**Gate-type map**

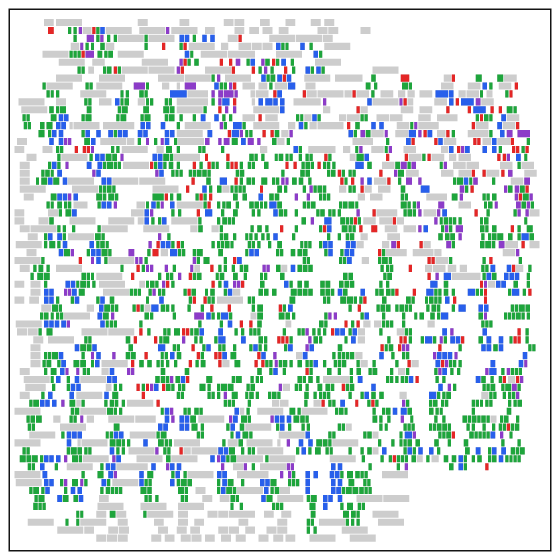
**Cells by drive strength**

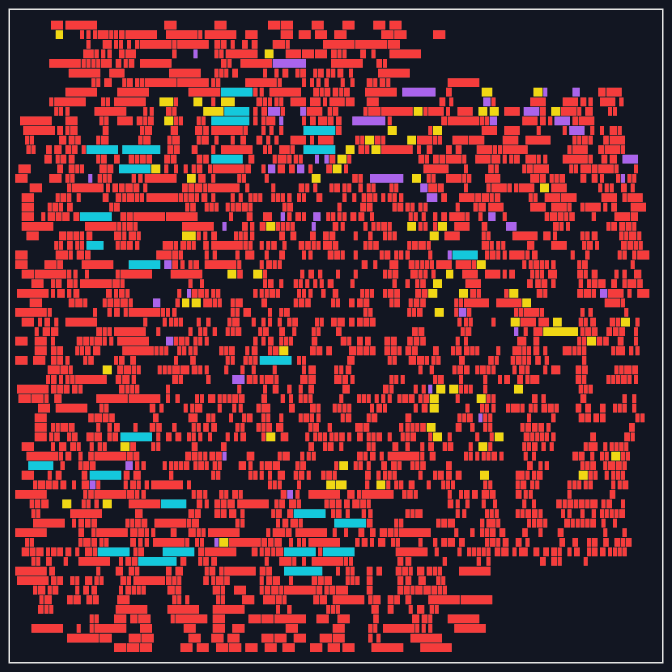
**Metal 4**

The bar under the picture is 50 um long.
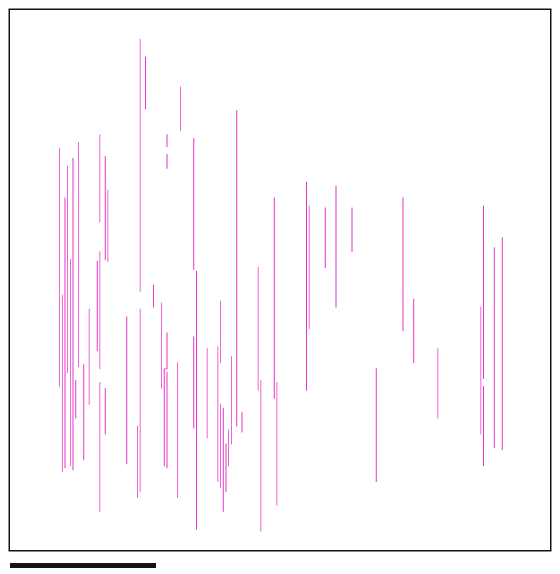
**config.mk**
```make
export PLATFORM = sky130hd
export DESIGN_NAME = c4_game_ctrl_flat
export DESIGN_NICKNAME = d
export VERILOG_FILES = /design/src/rtl/c4_pkg.sv /design/src/rtl/c4_game_ctrl_if.sv /design/src/rtl/c4_line_count.sv /design/src/rtl/c4_game_ctrl.sv /design/src/flat_wrapper.sv
export SDC_FILE = /design/constraint.sdc
export NUM_CORES = 1
export LEC_CHECK = 0
export ABC_AREA = 1
export ABC_CLOCK_PERIOD_IN_PS = 4700
export CAP_MARGIN = 25
export CORE_UTILIZATION = 40
export CTS_CLUSTER_DIAMETER = 60
export DETAILED_ROUTE_END_ITERATION = 10
export SETUP_SLACK_MARGIN = 0.02
export SLEW_MARGIN = 0
export SYNTH_ARGS = -nofsm -noshare
export SYNTH_HDL_FRONTEND = slang
export SYNTH_HIERARCHICAL = 1
export SYNTH_SLANG_ARGS = --single-unit
```
**constraint.sdc**
```tcl
create_clock -name clk -period 4.7 [get_ports clk]
set_clock_uncertainty 0.2 [all_clocks]
set_input_delay 0.705 -clock clk [delete_from_list [all_inputs] [get_ports clk]]
set_output_delay 0.705 -clock clk [all_outputs]
set_load 0.005 [all_outputs]
```
**src/rtl/c4_pkg.sv**
```systemverilog
// Shared types and constants for the Connect-4 game sequencer.
// Board geometry, cell/state encodings and the four scan directions.
package c4_pkg;
    localparam int ROWS      = 6;
    localparam int COLS      = 7;
    localparam int WIN_LEN   = 4;
    localparam int START_COL = 3;
    localparam int CELLS     = ROWS * COLS;
    localparam int RW        = $clog2(ROWS);
    localparam int CW        = $clog2(COLS);
    localparam int MW        = $clog2(CELLS + 1);

    typedef enum logic [1:0] {
        EMPTY    = 2'b00,
        P_A      = 2'b01,
        P_B      = 2'b10,
        WIN_MARK = 2'b11
    } cell_t;

    typedef enum logic [2:0] {
        SELECT, DROP, CHECK, RESOLVE, WIN, DRAW, CLEAR
    } state_t;

    typedef logic [ROWS-1:0][COLS-1:0][1:0] panel_t;

    // horizontal, vertical, diagonal, anti-diagonal
    localparam int DIR_DR [4] = '{0, 1, 1, 1};
    localparam int DIR_DC [4] = '{1, 0, 1, -1};

    // Off-board reads return EMPTY, which never matches a player colour.
    function automatic logic [1:0] cell_at(panel_t p, int r, int c);
        if (r < 0 || r >= ROWS || c < 0 || c >= COLS) return EMPTY;
        return p[r[RW-1:0]][c[CW-1:0]];
    endfunction

    function automatic logic [COLS-1:0] onehot(logic [CW-1:0] c);
        return COLS'(1) << c;
    endfunction
endpackage

```
**src/rtl/c4_game_ctrl_if.sv**
```systemverilog
// Button inputs and display-facing board outputs of the game sequencer.
interface c4_game_ctrl_if;
    import c4_pkg::*;

    logic            btn_left;
    logic            btn_right;
    logic            btn_drop;
    panel_t          panel;
    logic [COLS-1:0] play;
    logic            player;
    logic            win_a;
    logic            win_b;
    logic            draw;
    logic            busy;

    modport master (
        output btn_left, btn_right, btn_drop,
        input  panel, play, player, win_a, win_b, draw, busy
    );

    modport slave (
        input  btn_left, btn_right, btn_drop,
        output panel, play, player, win_a, win_b, draw, busy
    );
endinterface

```
**src/rtl/c4_line_count.sv**
```systemverilog
// Counts same-colour cells contiguous to (row, col) along one direction,
// both senses, at most WIN_LEN-1 per sense; the centre cell is not counted.
module c4_line_count
    import c4_pkg::*;
(
    input  panel_t        panel,
    input  logic [RW-1:0] row,
    input  logic [CW-1:0] col,
    input  logic [1:0]    dir,
    input  logic [1:0]    colour,
    output logic [2:0]    count
);
    always_comb begin
        int   pos;
        int   neg;
        logic run_p;
        logic run_n;
        pos   = 0;
        neg   = 0;
        run_p = 1'b1;
        run_n = 1'b1;
        for (int k = 1; k < WIN_LEN; k++) begin
            if (run_p && cell_at(panel, int'(row) + k * DIR_DR[dir],
                                 int'(col) + k * DIR_DC[dir]) == colour)
                pos++;
            else
                run_p = 1'b0;
            if (run_n && cell_at(panel, int'(row) - k * DIR_DR[dir],
                                 int'(col) - k * DIR_DC[dir]) == colour)
                neg++;
            else
                run_n = 1'b0;
        end
        count = 3'(pos + neg);
    end
endmodule

```
**src/rtl/c4_game_ctrl.sv**
```systemverilog
// Connect-4 sequencer: cursor movement, gravity drop, four-cycle win check,
// turn alternation and end-of-game hold, all outputs registered.
module c4_game_ctrl
    import c4_pkg::*;
(
    input  logic          clk,
    input  logic          rst,
    c4_game_ctrl_if.slave bus
);
    state_t          state;
    logic [CW-1:0]   cur;
    logic [RW-1:0]   r;
    logic [RW-1:0]   lr;
    logic [1:0]      dir;
    logic            win_flag;
    logic [MW-1:0]   moves;
    panel_t          panel;
    logic [COLS-1:0] play;
    logic            player;
    logic            win_a;
    logic            win_b;
    logic            draw;
    logic            busy;

    logic [2:0]      count;
    logic [1:0]      colour;
    logic [CW-1:0]   cur_l;
    logic [CW-1:0]   cur_r;

    assign colour = player ? P_B : P_A;
    assign cur_l  = (cur == '0) ? CW'(COLS - 1) : cur - 1'b1;
    assign cur_r  = (cur == CW'(COLS - 1)) ? '0 : cur + 1'b1;

    // One counter shared by all four CHECK cycles; dir selects the line.
    c4_line_count u_line (
        .panel  (panel),
        .row    (lr),
        .col    (cur),
        .dir    (dir),
        .colour (colour),
        .count  (count)
    );

    always_ff @(posedge clk or posedge rst) begin
        if (rst) begin
            state    <= SELECT;
            cur      <= CW'(START_COL);
            play     <= onehot(CW'(START_COL));
            r        <= '0;
            lr       <= '0;
            dir      <= '0;
            win_flag <= 1'b0;
            moves    <= '0;
            panel    <= '0;
            player   <= 1'b0;
            win_a    <= 1'b0;
            win_b    <= 1'b0;
            draw     <= 1'b0;
            busy     <= 1'b0;
        end else begin
            case (state)
                SELECT: begin
                    if (bus.btn_drop) begin
                        if (panel[0][cur] == EMPTY) begin
                            r        <= RW'(ROWS - 1);
                            win_flag <= 1'b0;
                            busy     <= 1'b1;
                            state    <= DROP;
                        end
                    end else if (bus.btn_left && !bus.btn_right) begin
                        cur  <= cur_l;
                        play <= onehot(cur_l);
                    end else if (bus.btn_right && !bus.btn_left) begin
                        cur  <= cur_r;
                        play <= onehot(cur_r);
                    end
                end
                DROP: begin
                    if (panel[r][cur] == EMPTY) begin
                        panel[r][cur] <= colour;
                        lr            <= r;
                        moves         <= moves + 1'b1;
                        dir           <= '0;
                        state         <= CHECK;
                    end else begin
                        r <= r - 1'b1;
                    end
                end
                CHECK: begin
                    if (({1'b0, count} + 4'd1) >= 4'(WIN_LEN)) win_flag <= 1'b1;
                    dir <= dir + 1'b1;
                    if (dir == 2'd3) state <= RESOLVE;
                end
                RESOLVE: begin
                    busy <= 1'b0;
                    if (win_flag) begin
                        panel[lr][cur] <= WIN_MARK;
                        if (player) win_b <= 1'b1;
                        else        win_a <= 1'b1;
                        state <= WIN;
                    end else if (moves == MW'(CELLS)) begin
                        draw  <= 1'b1;
                        state <= DRAW;
                    end else begin
                        player <= ~player;
                        state  <= SELECT;
                    end
                end
                WIN, DRAW: begin
                    if (bus.btn_drop) begin
                        busy  <= 1'b1;
                        state <= CLEAR;
                    end
                end
                CLEAR: begin
                    panel  <= '0;
                    win_a  <= 1'b0;
                    win_b  <= 1'b0;
                    draw   <= 1'b0;
                    player <= 1'b0;
                    cur    <= CW'(START_COL);
                    play   <= onehot(CW'(START_COL));
                    moves  <= '0;
                    busy   <= 1'b0;
                    state  <= SELECT;
                end
                default: state <= SELECT;
            endcase
        end
    end

    assign bus.panel  = panel;
    assign bus.play   = play;
    assign bus.player = player;
    assign bus.win_a  = win_a;
    assign bus.win_b  = win_b;
    assign bus.draw   = draw;
    assign bus.busy   = busy;
endmodule

```
**src/flat_wrapper.sv**
```systemverilog
// flat-port wrapper written by rule: the top's interface ports become plain ports
module c4_game_ctrl_flat import c4_pkg::*;
  (clk, rst, bus_btn_left, bus_btn_right, bus_btn_drop, bus_panel, bus_play, bus_player, bus_win_a, bus_win_b, bus_draw, bus_busy);
  c4_game_ctrl_if bus_i ();
  input  logic clk;
  input  logic rst;
  input wire logic [$bits(bus_i.btn_left)-1:0] bus_btn_left;
  input wire logic [$bits(bus_i.btn_right)-1:0] bus_btn_right;
  input wire logic [$bits(bus_i.btn_drop)-1:0] bus_btn_drop;
  output wire logic [$bits(bus_i.panel)-1:0] bus_panel;
  output wire logic [$bits(bus_i.play)-1:0] bus_play;
  output wire logic [$bits(bus_i.player)-1:0] bus_player;
  output wire logic [$bits(bus_i.win_a)-1:0] bus_win_a;
  output wire logic [$bits(bus_i.win_b)-1:0] bus_win_b;
  output wire logic [$bits(bus_i.draw)-1:0] bus_draw;
  output wire logic [$bits(bus_i.busy)-1:0] bus_busy;
  assign bus_i.btn_left = bus_btn_left;
  assign bus_i.btn_right = bus_btn_right;
  assign bus_i.btn_drop = bus_btn_drop;
  assign bus_panel = bus_i.panel;
  assign bus_play = bus_i.play;
  assign bus_player = bus_i.player;
  assign bus_win_a = bus_i.win_a;
  assign bus_win_b = bus_i.win_b;
  assign bus_draw = bus_i.draw;
  assign bus_busy = bus_i.busy;
  c4_game_ctrl u_core (.clk(clk), .rst(rst), .bus(bus_i));
endmodule
```
==> run_results.csv <==
group,metric,value,unit
outcome,status,"complete, no violations",
die,pin_count,101,
layout,area_share_clock_buf_inv,0.03934,
synth,ys_top_cells_by_count,"nand2_1, nand3_1, o21ai_0",
synth,synth.area.top_cells,"nand2_1, dfrtp_1, nand3_1, o21ai_0, ha_1",
synth,yosysTopAreaCellShare,0.2430,
routing,totalWireLength,58.10,mm
cts,htree_levels,4,
place,place_congestion,0.9946,
min_path,min_path_cells,2,
final_timing,setup_tns,0,ns
final_timing,worst_pin_slew,0.9170,ns
layout,inverters_excl_clock,193,
final_timing,finalClockPeriodUsage,0.9384,
final_timing,max_slew_margin,0.3887,
synth,avgSynthCellArea,5.808,sq um
cts,tritoncts,"done",
routing,drc_errors,0,
die,fp-utilization,0.4094,
synth,yosysChipArea,0.01342,sq mm
routing,firstDrtPassIters,8,
die,die_x,185.2,um
place,place_ws,0.2145,ns
layout,mostFrequentLayoutCells,"nand2_1, nand3_1, o21ai_0, inv_1, nor2_1",
critical_path,critPathMaxFanout,6,
layout,clockBufferCount,23,
critical_path,arrival,4.52,ns
die,core_area,0.03278,sq mm
layout,comb_cells,1881,
synth,netlist_instances,2311,
final_timing,setup_viol,0,
synth,ys_seq_elements,117,
critical_path,reg2reg_to,"u_core/win_flag",
synth,synth_dominant_cell_count,"nand2_1",
synth,syn_area,0.01342,sq mm
die,chipHeight,185.2,um
min_path,min_to,"u_core/bus.win_a",
routing,viasPerCell,5.861,
layout,layout_top_cell,"nand2_1",
die,num_rows,66,
synth,async_reset_ff_frac,1.000,
critical_path,r2r_cells,22,
layout,num-fill-cells,3528,
global_route,grt_max_degree,127,
layout,areaGrowthSynthToFinish,15.39,%
global_route,first_global_vias,14890,
job,cap_viol_max_count,0,
layout,largest_cell_class,"logic gates",
critical_path,cp-end-kind,"flop",
layout,comb_share,0.5887,
cts,clock.latency.late_pin,0.44,ns
synth,yosys_warnings,6,
die,die_area,0.03429,sq mm
layout,seq_area_frac,0.1894,
routing,drt_iter0_drc,2140,
critical_path,critPathKind,"reg -> reg",
place,io_buffer_count,100,
synth,ys_cells,2311,
cts,cts-buffers-inserted,17,
final_timing,finalHoldViolations,0,
layout,num_antenna_cells,0,
layout,ff_count,117,
layout,seqCellArea,0.002933,sq mm
routing,ant_nets,0,
routing,wl_per_cell,20.53,um
critical_path,regToRegSetupSlack,0.29,ns
cts,holdBufCountCts,0,
synth,yosysTopAreaCell,"nand2_1",
critical_path,cp.required,4.81,ns
place,dp_cells,2798,
global_route,grtUsageTotal,0.3417,
job,warning_count,46,
place,dp_hpwl,42.23,mm
layout,finalNonFillerCells,2830,
cts,cts_sinks,117,
critical_path,r2r_start,"u_core/dir[1]",
global_route,antenna_found_initial,0,
critical_path,start_kind,"flop",
cts,cts.clk_slew.worst_paths,0.06,ns
cts,root_buffer,"clkbuf_16",
cts,clockBufferDepth,2,
final_timing,rsz0062_at_grt,"false",
synth,flop_cell,"dfrtp_1",
final_timing,fin_crit,4.411,ns
min_path,min_path_type,"reg -> reg",
routing,dr_total_vias,16590,
final_timing,max_clock_freq,226.7,MHz
final_timing,timing.final.ws_setup,0.2895,ns
synth,floorplan.nets,2386,
layout,layout.nonclk_buf_frac,0.09936,
layout,drive_above_1_share,0.06030,
layout,final-comb-area,0.009117,sq mm
Back to the opening pictures, 'gate-type map':
purple -> nor cells  # cells 183, most used nor2_1
red -> inv cells  # cells 193, most used inv_1
green -> nand cells  # cells 1,243, most used nand2_1, where widely spread
blue -> aoi and oai cells  # cells 356, most used o21ai_0, where widely spread

Back to the opening pictures, 'cells by drive strength':
cyan -> x6 and larger  # cells 26, most used clkbuf_16
red -> x1 and smaller  # cells 2,244, most used nand2_1
yellow -> x3 and x4  # cells 72, most used buf_4
purple -> x2  # cells 46, most used inv_2
post-route cell area: 0.01549 sq mm
bufs w/o clock: 165

Back to the opening pictures, 'metal 4':
wire length on this layer = 2,580 um
share of all routed wire = 4.4%
main direction = vertical
longest straight run = 108 um
nets with wire on the layer = 53

## metal layers
layer	up-vias	routed length, um	global-route usage
met5	-	0	0
met1	7772	24530	0.4700
met3	139	5252	0.04719
met4	0	2581	0.1577
met2	899	25740	0.5275
li1	7776	-	-
## through the flow
step                hold slack, ns  area, sq um
finish                      0.2879        15490
global route                0.3122        15490
CTS                         0.2928        15470
detailed placement          0.2791        14860
global placement            0.2709        14860
floorplan                   0.2728        13420
## cells by family (layout without fill, tap and decap cells)
group,count (synthesis),after routing,synth area share
AND/OR/NAND/NOR,1444,1444,0.4589
flip-flops,117,117,0.2184
XOR/XNOR,9,9,0.007270
adder cells (fa/ha/maj),70,70,0.06916
buffers and inverters,313,390,0.1054
AND-OR/OR-AND,358,358,0.1408
## critical path, stage by stage, from the launching register on
cell	delay (ns)
dfrtp_1	0.44
or2_2	0.37
ha_1	0.23
fa_1	0.40
inv_1	0.11
a21oi_1	0.08
ha_1	0.27
inv_1	0.06
nor4_2	0.26
nand3_1	0.10
nor2_1	0.10
nand3_1	0.07
nor2_1	0.13
nand3_1	0.09
nand2_1	0.08
nand2_1	0.07
a21oi_1	0.13
ha_1	0.18
fa_1	0.43
a21oi_2	0.21
a21oi_1	0.09
nand2_1	0.09
o21ai_0	0.07
## worst max path at each step
stage	from	endpoint	slack, ns	depth (start not counted)
final	u_core/dir[1]	u_core/win_flag	0.29	22
after CTS	u_core/dir[0]	u_core/win_flag	0.22	22
after detailed placement	u_core/dir[0]	u_core/win_flag	0.21	22
after floorplan	u_core/dir[0]	u_core/win_flag	0.58	24
after global routing	u_core/dir[1]	u_core/win_flag	0.02	22
after global placement	u_core/dir[0]	u_core/win_flag	0.33	24
## what timing repair did
action                     in CTS  in global routing
hold endpoints to repair        0                  0
setup endpoints to repair       0                  1
gates resized                   0                  5
